**config.mk**
```make
export PLATFORM = sky130hd
export DESIGN_NAME = cache_ctrl
export DESIGN_NICKNAME = d
export VERILOG_FILES = /design/src/rtl/cache_ctrl.sv
export SDC_FILE = /design/constraint.sdc
export NUM_CORES = 1
export LEC_CHECK = 0
export CAP_MARGIN = 25
export CORE_UTILIZATION = 47
export CTS_BUF_LIST = sky130_fd_sc_hd__clkbuf_16
export DETAILED_ROUTE_END_ITERATION = 6
export PLACE_DENSITY_LB_ADDON = 0.15
export RECOVER_POWER = 100
export SYNTH_ARGS = -nofsm -noshare
export SYNTH_HDL_FRONTEND = slang
export SYNTH_SLANG_ARGS = --single-unit
```
**constraint.sdc**
```tcl
create_clock -name clk -period 3.2 [get_ports clk]
set_input_delay 0.64 -clock clk [delete_from_list [all_inputs] [get_ports clk]]
set_output_delay 0.64 -clock clk [all_outputs]
set_load 0.05 [all_outputs]
```
**src/rtl/cache_ctrl.sv**
```systemverilog
// Sequencing controller for a direct-mapped, write-through, no-write-allocate
// cache. Owns the per-line valid bits, strobes the external negedge-clocked
// tag/data arrays, talks to memory over req/ack and counts hits and misses.
//
//   state    | meaning
//   ---------+-----------------------------------------------------------
//   S_IDLE   | waiting for cpu_req; flush clears every valid bit here
//   S_LOOKUP | tag/data arrays read on the mid-cycle negedge, hit decided
//   S_MEM_RD | load miss, memory read outstanding
//   S_MEM_WR | store (hit or miss), memory write outstanding
//   S_FILL   | one-cycle array write (refill on load miss, update on store hit)
//   S_RESP   | one-cycle cpu_ready pulse
module cache_ctrl #(
  parameter int TAG_W  = 10,
  parameter int IDX_W  = 6,
  parameter int DATA_W = 32,
  parameter int ADDR_W = TAG_W + IDX_W + 2
) (
  input  logic              clk,
  input  logic              rstn,
  input  logic              cpu_req,
  input  logic              cpu_we,
  input  logic [ADDR_W-1:0] cpu_addr,
  input  logic [DATA_W-1:0] cpu_wdata,
  output logic              cpu_ready,
  output logic [DATA_W-1:0] cpu_rdata,
  input  logic              flush,
  output logic [IDX_W-1:0]  tag_index,
  output logic              fetch_tag,
  output logic              update_tag,
  output logic [TAG_W-1:0]  tag_wdata,
  input  logic [TAG_W-1:0]  tag_rdata,
  output logic              dat_we,
  output logic [DATA_W-1:0] dat_wdata,
  input  logic [DATA_W-1:0] dat_rdata,
  output logic              mem_req,
  output logic              mem_we,
  output logic [ADDR_W-1:0] mem_addr,
  output logic [DATA_W-1:0] mem_wdata,
  input  logic              mem_ack,
  input  logic [DATA_W-1:0] mem_rdata,
  output logic [15:0]       hit_cnt,
  output logic [15:0]       miss_cnt,
  output logic              busy
);

  localparam int LINES = 2 ** IDX_W;

  typedef enum logic [2:0] {
    S_IDLE, S_LOOKUP, S_MEM_RD, S_MEM_WR, S_FILL, S_RESP
  } state_t;

  state_t              r_state;
  logic [LINES-1:0]    r_valid;
  logic [TAG_W-1:0]    r_tag;
  logic [IDX_W-1:0]    r_idx;
  logic                r_we;
  logic                r_hit;
  logic [DATA_W-1:0]   r_wdata;

  logic                w_hit;
  logic                w_unused_ofs;

  // Tag compare against the array output that settled on the mid-cycle negedge
  assign w_hit        = r_valid[r_idx] && (tag_rdata == r_tag);
  // Byte offset bits play no part in a word-wide cache
  assign w_unused_ofs = ^cpu_addr[1:0];

  // Controller FSM; every output is a register so the arrays and memory see clean strobes
  always_ff @(posedge clk or negedge rstn) begin
    if (!rstn) begin
      r_state    <= S_IDLE;
      r_valid    <= '0;
      r_tag      <= '0;
      r_idx      <= '0;
      r_we       <= 1'b0;
      r_hit      <= 1'b0;
      r_wdata    <= '0;
      cpu_ready  <= 1'b0;
      cpu_rdata  <= '0;
      tag_index  <= '0;
      fetch_tag  <= 1'b0;
      update_tag <= 1'b0;
      tag_wdata  <= '0;
      dat_we     <= 1'b0;
      dat_wdata  <= '0;
      mem_req    <= 1'b0;
      mem_we     <= 1'b0;
      mem_addr   <= '0;
      mem_wdata  <= '0;
      hit_cnt    <= '0;
      miss_cnt   <= '0;
      busy       <= 1'b0;
    end else begin
      case (r_state)
        S_IDLE: begin
          if (flush) begin
            // Flush wins; a pending request is picked up on the next cycle
            r_valid <= '0;
          end else if (cpu_req) begin
            r_tag     <= cpu_addr[ADDR_W-1:IDX_W+2];
            r_idx     <= cpu_addr[IDX_W+1:2];
            r_we      <= cpu_we;
            r_wdata   <= cpu_wdata;
            tag_index <= cpu_addr[IDX_W+1:2];
            fetch_tag <= 1'b1;
            busy      <= 1'b1;
            r_state   <= S_LOOKUP;
          end
        end

        S_LOOKUP: begin
          fetch_tag <= 1'b0;
          r_hit     <= w_hit;
          if (w_hit) begin
            if (hit_cnt != 16'hFFFF) hit_cnt <= hit_cnt + 16'd1;
          end else begin
            if (miss_cnt != 16'hFFFF) miss_cnt <= miss_cnt + 16'd1;
          end
          if (r_we) begin
            mem_req   <= 1'b1;
            mem_we    <= 1'b1;
            mem_addr  <= {r_tag, r_idx, 2'b00};
            mem_wdata <= r_wdata;
            r_state   <= S_MEM_WR;
          end else if (w_hit) begin
            cpu_rdata <= dat_rdata;
            cpu_ready <= 1'b1;
            r_state   <= S_RESP;
          end else begin
            mem_req  <= 1'b1;
            mem_addr <= {r_tag, r_idx, 2'b00};
            r_state  <= S_MEM_RD;
          end
        end

        S_MEM_RD: begin
          if (mem_ack) begin
            mem_req    <= 1'b0;
            mem_addr   <= '0;
            cpu_rdata  <= mem_rdata;
            dat_wdata  <= mem_rdata;
            dat_we     <= 1'b1;
            update_tag <= 1'b1;
            tag_wdata  <= r_tag;
            r_state    <= S_FILL;
          end
        end

        S_MEM_WR: begin
          if (mem_ack) begin
            mem_req   <= 1'b0;
            mem_we    <= 1'b0;
            mem_addr  <= '0;
            mem_wdata <= '0;
            if (r_hit) begin
              // Keep the cached copy coherent with the write-through
              dat_we    <= 1'b1;
              dat_wdata <= r_wdata;
              r_state   <= S_FILL;
            end else begin
              cpu_ready <= 1'b1;
              r_state   <= S_RESP;
            end
          end
        end

        S_FILL: begin
          dat_we     <= 1'b0;
          dat_wdata  <= '0;
          update_tag <= 1'b0;
          tag_wdata  <= '0;
          if (!r_we) r_valid[r_idx] <= 1'b1;
          cpu_ready  <= 1'b1;
          r_state    <= S_RESP;
        end

        S_RESP: begin
          cpu_ready <= 1'b0;
          busy      <= 1'b0;
          tag_index <= '0;
          r_state   <= S_IDLE;
        end

        default: r_state <= S_IDLE;
      endcase
    end
  end

endmodule

```
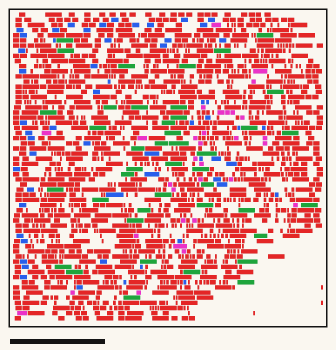
(run_1/drive_strength.png)
Scale bar: 50 µm.
drive 2 -> blue  # cells 57, share 3.7%, most used mux2_2
drive 1 or less -> red  # cells 1392, share 91%, most used dfrtp_1
drive 3 to 4 -> magenta  # cells 31, share 2.0%, most used buf_4
drive 6 and up -> green  # cells 42, share 2.8%, most used clkbuf_16

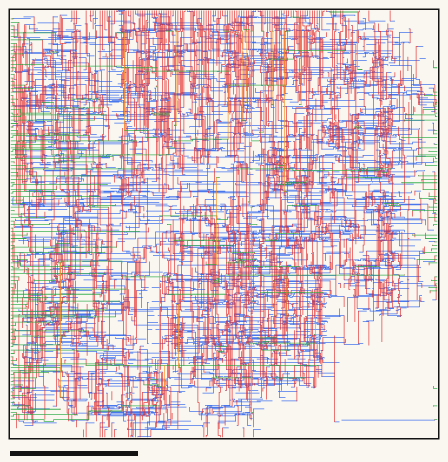
(run_1/metal_stack.png)
Scale bar: 50 µm.
met2 -> red  # wire length 17700 µm
met4 -> orange  # wire length 902 µm
met3 -> green  # wire length 2700 µm
met1 -> blue  # wire length 15200 µm
via count of the routed design: 10243
overall routed net length: 36500 µm
detailed-route wire length per cell: 19.5 µm
gr usage total: 0.261

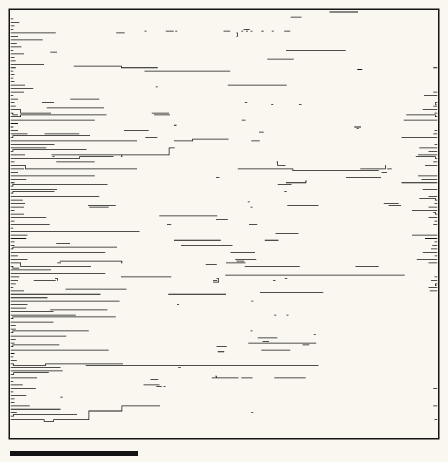
(run_1/met3.png)
Scale bar: 50 µm.
longest straight run = 90.6 µm
main direction = horizontal
wire length on this layer = 2700 µm

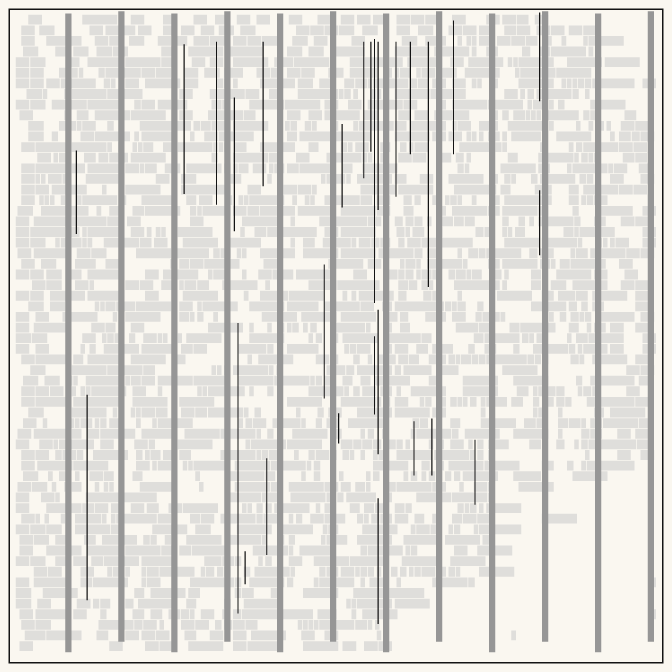
(run_1/met4.png)
Supply wires on this layer in gray. Cells faint in the background.
main direction = vertical
wire length on this layer = 902 µm
longest straight run = 74.1 µm
share of all routed wire = 2.5%

==> flow_results.org, run 1 <==
#+TITLE: Flow metrics

** Setup path
- Critical setup path kind :: register to register
- Along the worst path, the maximum fanout reaches 15.
- Tracing the worst setup path back leads to its startpoint at r_idx[1].
- The largest individual stage delay along the critical path comes from the cell sky130_fd_sc_hd__dfrtp_1.
- STA puts the critical path data required time at 3620 ps.
- Internal reg-to-reg setup slack :: 270 ps
- Among all stages on the critical path, the maximum delay recorded is 520 ps.

** Pwr
- Power Clock :: 3.37 mW
- The worst VDD IR drop from the latest analysis is 0.745 mV.
- Internal power of the cells :: 9.59 mW
- The share of total power dissipated in combinational logic is 0.478.

** Synth
- The cell type that accounts for the most area after synthesis is sky130_fd_sc_hd__dfrtp_1.
- sky130_fd_sc_hd__dfrtp_1 is the most common cell in the netlist.
- Top cells by instance count after synthesis :: sky130_fd_sc_hd__dfrtp_1, sky130_fd_sc_hd__nand2_1, sky130_fd_sc_hd__nor2_1
- Post-synth the commonest register cell is sky130_fd_sc_hd__dfrtp_1.
- The cell count after synthesis came out at 1221.
- Post-Synthesis Mean Instance Area :: 10.5 µm²
- Fraction of synthesized cell area taken by the top area cell type :: 0.555

** Clock tree
- Clock slew at the register clock pins of the worst setup and hold paths :: 60 ps
- The clock tree has to reach 284 sinks.
- Post-CTS repair changed the size of 0 cells.

** Floorplan
- Die Area :: 27900 µm²
- For this configuration, the core starts out at a cell density of 0.478.
- For this design the top-level I/O count stands at 299.
- Area of the core :: 26800 µm²
- Die Y-Extent :: 167 µm

** Min path
- Worst hold path endpoint :: mem_we
- The tightest min-delay check is of the register to register type.
- Cell depth of the worst hold path :: 1

** Outcome
- Violations in the final reports :: capacitance limit, slew limit
- The run finished, with violations left.

** Run
- Max cap viols :: 2
- The tool warning count for the run is 28.

** STA
- For the pin with the worst max-slew slack, the measured transition is 2640 ps.
- Checking max transition, the worst relative margin is -0.762.
- The worst path needs 2930 ps of the cycle, external delays included.
- Max-slew violations :: 81
- Setup violations, final :: 0
- RSZ-0062 raised after global routing :: no

** Detailed routing
- Router iterations before antenna repair :: 5
- Top metal layer carrying routed signals :: met4
- Remaining routing DRC violations :: 0

** Global route
- The first global-routing pass estimated 57700 µm of wire.
- Total congestion overflow after global routing :: 0

** Finish
- Final nets :: 1632

** Placement
- Setup slack on the worst path after placement came out at 168 ps.
- Cells after DPL :: 1809
- Post-detail-place hpwl :: 24700 µm
==> run 1: final cells by class <==
class / instances / area, µm² / share of cell area
Clock buffer: 31 / 776 / 0.0459
Multi-Input combinational cell: 849 / 5100 / 0.302
Inverter: 5 / 18.8 / 0.00111
Clock inverter: 23 / 179 / 0.0106
Tap cell: 341 / 427 / 0.0252
Antenna cell: 2 / 5.00 / 0.000296
Timing Repair Buffer: 330 / 3290 / 0.194
Sequential cell: 284 / 7110 / 0.421
==> run 1: worst register-to-register path, cell delays in order (launching register included) <==
cell	delay, ps
sky130_fd_sc_hd__dfrtp_1	520
sky130_fd_sc_hd__and2_1	360
sky130_fd_sc_hd__a22o_1	260
sky130_fd_sc_hd__a211o_1	340
sky130_fd_sc_hd__a41oi_2	230
sky130_fd_sc_hd__o2111ai_2	120
sky130_fd_sc_hd__nand2_1	400
sky130_fd_sc_hd__buf_12	230
sky130_fd_sc_hd__mux2_1	350
==> run 1: sequential cells by signal (all words and copies together), names as in the netlist, 3 cells and up <==
signal and cells:
mem_wdata 32, r_valid 64, tag_wdata 10, dat_wdata 32, hit_cnt 16, r_idx 6
miss_cnt 16, tag_index 6, r_wdata 32, r_tag 10, cpu_rdata 32, mem_addr 16
r_state 3
==> run 1: logic make-up (layout without fill, tap and decap cells) <==
| family | count (synthesis) | after routing | share of synthesized area |
|---|---|---|---|
| simple gates | 489 | 489 | 0.174 |
| flops | 284 | 284 | 0.555 |
| compound gates | 219 | 219 | 0.114 |
| mux | 97 | 97 | 0.0933 |
| buf+inv | 89 | 389 | 0.0339 |
| xor+xnor | 40 | 40 | 0.0274 |
| fa+ha+maj | 2 | 2 | 0.00195 |
| other cells | 1 | 4 | 0.000293 |
==> run 1 -> run 2 <==
Settings changed: SLEW_MARGIN from default to 20.
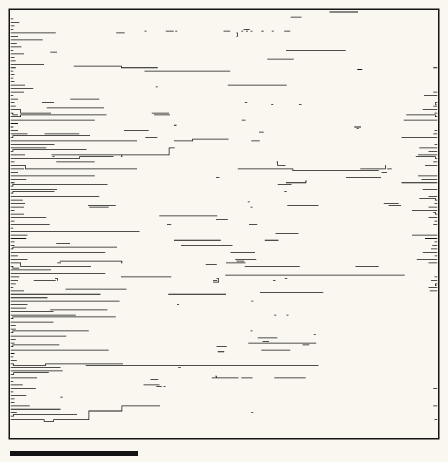
(run_2/met3.png)
Scale bar: 50 µm.
nets with wire on the layer = 233
wire length on this layer = 2700 µm
main direction = horizontal

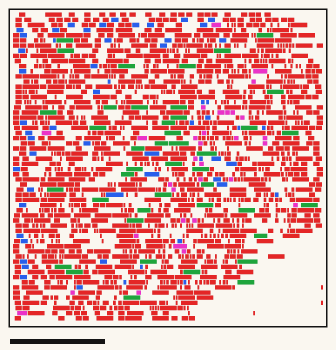
(run_2/drive_strength.png)
Scale bar: 50 µm.
PnR worst setup slack: 271 ps
non-clock buffer count: 330
area growth from synthesis to layout: 32.0%

==> flow_results.org, run 2 <==
#+TITLE: Flow metrics

** Finish
- Largest register by flop count :: r_valid
- Final nets :: 1632
- Flip-flop count of the largest register, all copies and words added :: 64

** Placement
- In this run, placement finished with an instance count of 1809.
- Note, the detailed placer reported a final HPWL of 24700 µm.

** Floorplan
- Pre-Place Util :: 0.478

** Synth
- Post-synth top area cell :: sky130_fd_sc_hd__dfrtp_1
- Of the post-synthesis cell area, the dominant cell type holds 0.555.
- Main synth FF type :: sky130_fd_sc_hd__dfrtp_1
- Number of cells produced by synthesis :: 1221
- Sorting the synthesis cell report by count puts at the top sky130_fd_sc_hd__dfrtp_1.

** Pwr
- The share of total power dissipated in combinational logic is 0.478.
- VDD sags by at most 0.745 mV.

** Setup path
- Critical setup path kind :: register to register
- Start point of the critical path :: r_idx[1]
- The largest single stage delay on the critical path is 520 ps.

** Clock tree
- Clock slew at the register clock pins of the worst setup and hold paths :: 60 ps

** Min path
- STA reports the tightest min-delay check as being of type register to register.
- In the hold timing report, the worst path depth is 1.

** Outcome
- Result of the run :: finished with violations
- The checks that failed: capacitance limit, slew limit.

** STA
- Final critical-path required period :: 2930 ps
- Setup violations, final :: 0
- Setup repair after global routing left no endpoint under its margin.
- Max-slew violations :: 81

** Detailed routing
- Dividing the detail-routed wire length by the instance count gives 19.5 µm.
- Via count of the routed design :: 10243
- Remaining routing DRC violations :: 0

** Run
- Max cap viols :: 2

** Global route
- Across every metal layer, demand over resource in global routing totals 0.261.
- The first global-routing pass estimated 57700 µm of wire.
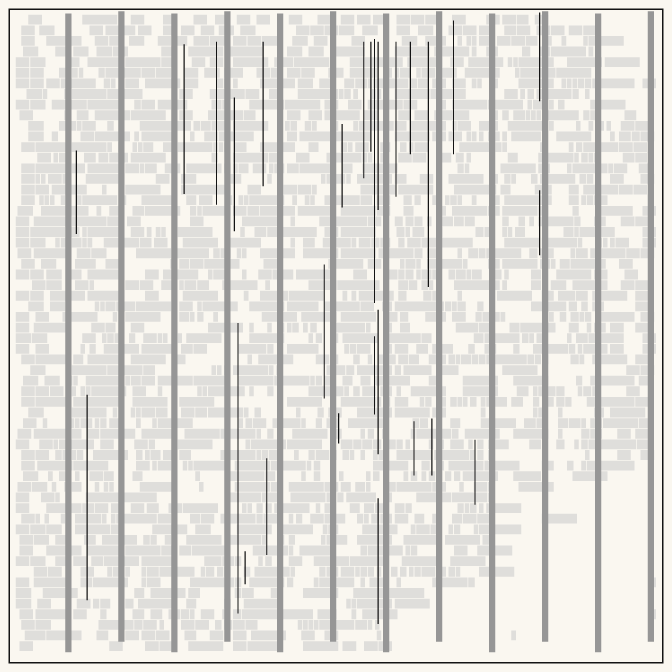
(run_2/met4.png)
Supply wires on this layer in gray. Cells faint in the background.
share of all routed wire = 2.5%
wire length on this layer = 902 µm

[run 2: layout make-up]
class,instances,area (µm²)
diodes,2,5.00
clock buffers,31,776
clock inverters,23,179
fillers,2221,9900
inverters,5,18.8
multi-input cells,849,5100
flip-flops and latches,284,7110
well taps,341,427
repair buffers,330,3290
[run 2: layer usage]
metal | vias up | track usage | part of all wire
met5 | - | 0 | 0
met4 | 0 | 0.0870 | 0.025
met3 | 58 | 0.0656 | 0.074
met2 | 373 | 0.426 | 0.49
met1 | 5057 | 0.340 | 0.42
li1 | 4755 | - | -
[run 2: logic make-up after synthesis]
group,after synthesis,share of synthesized area
buffers and inverters,89,0.0339
xor gates and xnor gates,40,0.0274
DFF,284,0.555
adders and majority gates,2,0.00195
AOI/OAI and AO/OA,219,0.114
other,1,0.000293
and+or+nand+nor,489,0.174
muxes,97,0.0933
[run 2: worst reg2reg max path: stages (launching register included)]
cell and delay [ps]:
sky130_fd_sc_hd__dfrtp_1 520, sky130_fd_sc_hd__and2_1 360, sky130_fd_sc_hd__a22o_1 260, sky130_fd_sc_hd__a211o_1 340, sky130_fd_sc_hd__a41oi_2 230, sky130_fd_sc_hd__o2111ai_2 120
sky130_fd_sc_hd__nand2_1 400, sky130_fd_sc_hd__buf_12 230, sky130_fd_sc_hd__mux2_1 350
[run 2: power groups by stage]
stage	sequential [mW]	clock (mW)	combinational, mW
2_1_floorplan	8.54	0	3.27
6_report	5.87	3.37	8.45
3_3_place_gp	5.91	0	8.87
4_1_cts	5.91	3.43	9.01
5_1_grt	6.03	3.59	8.95
3_5_place_dp	5.92	0	8.99
No activity file was given, so power comes from the tool's default toggle rates.
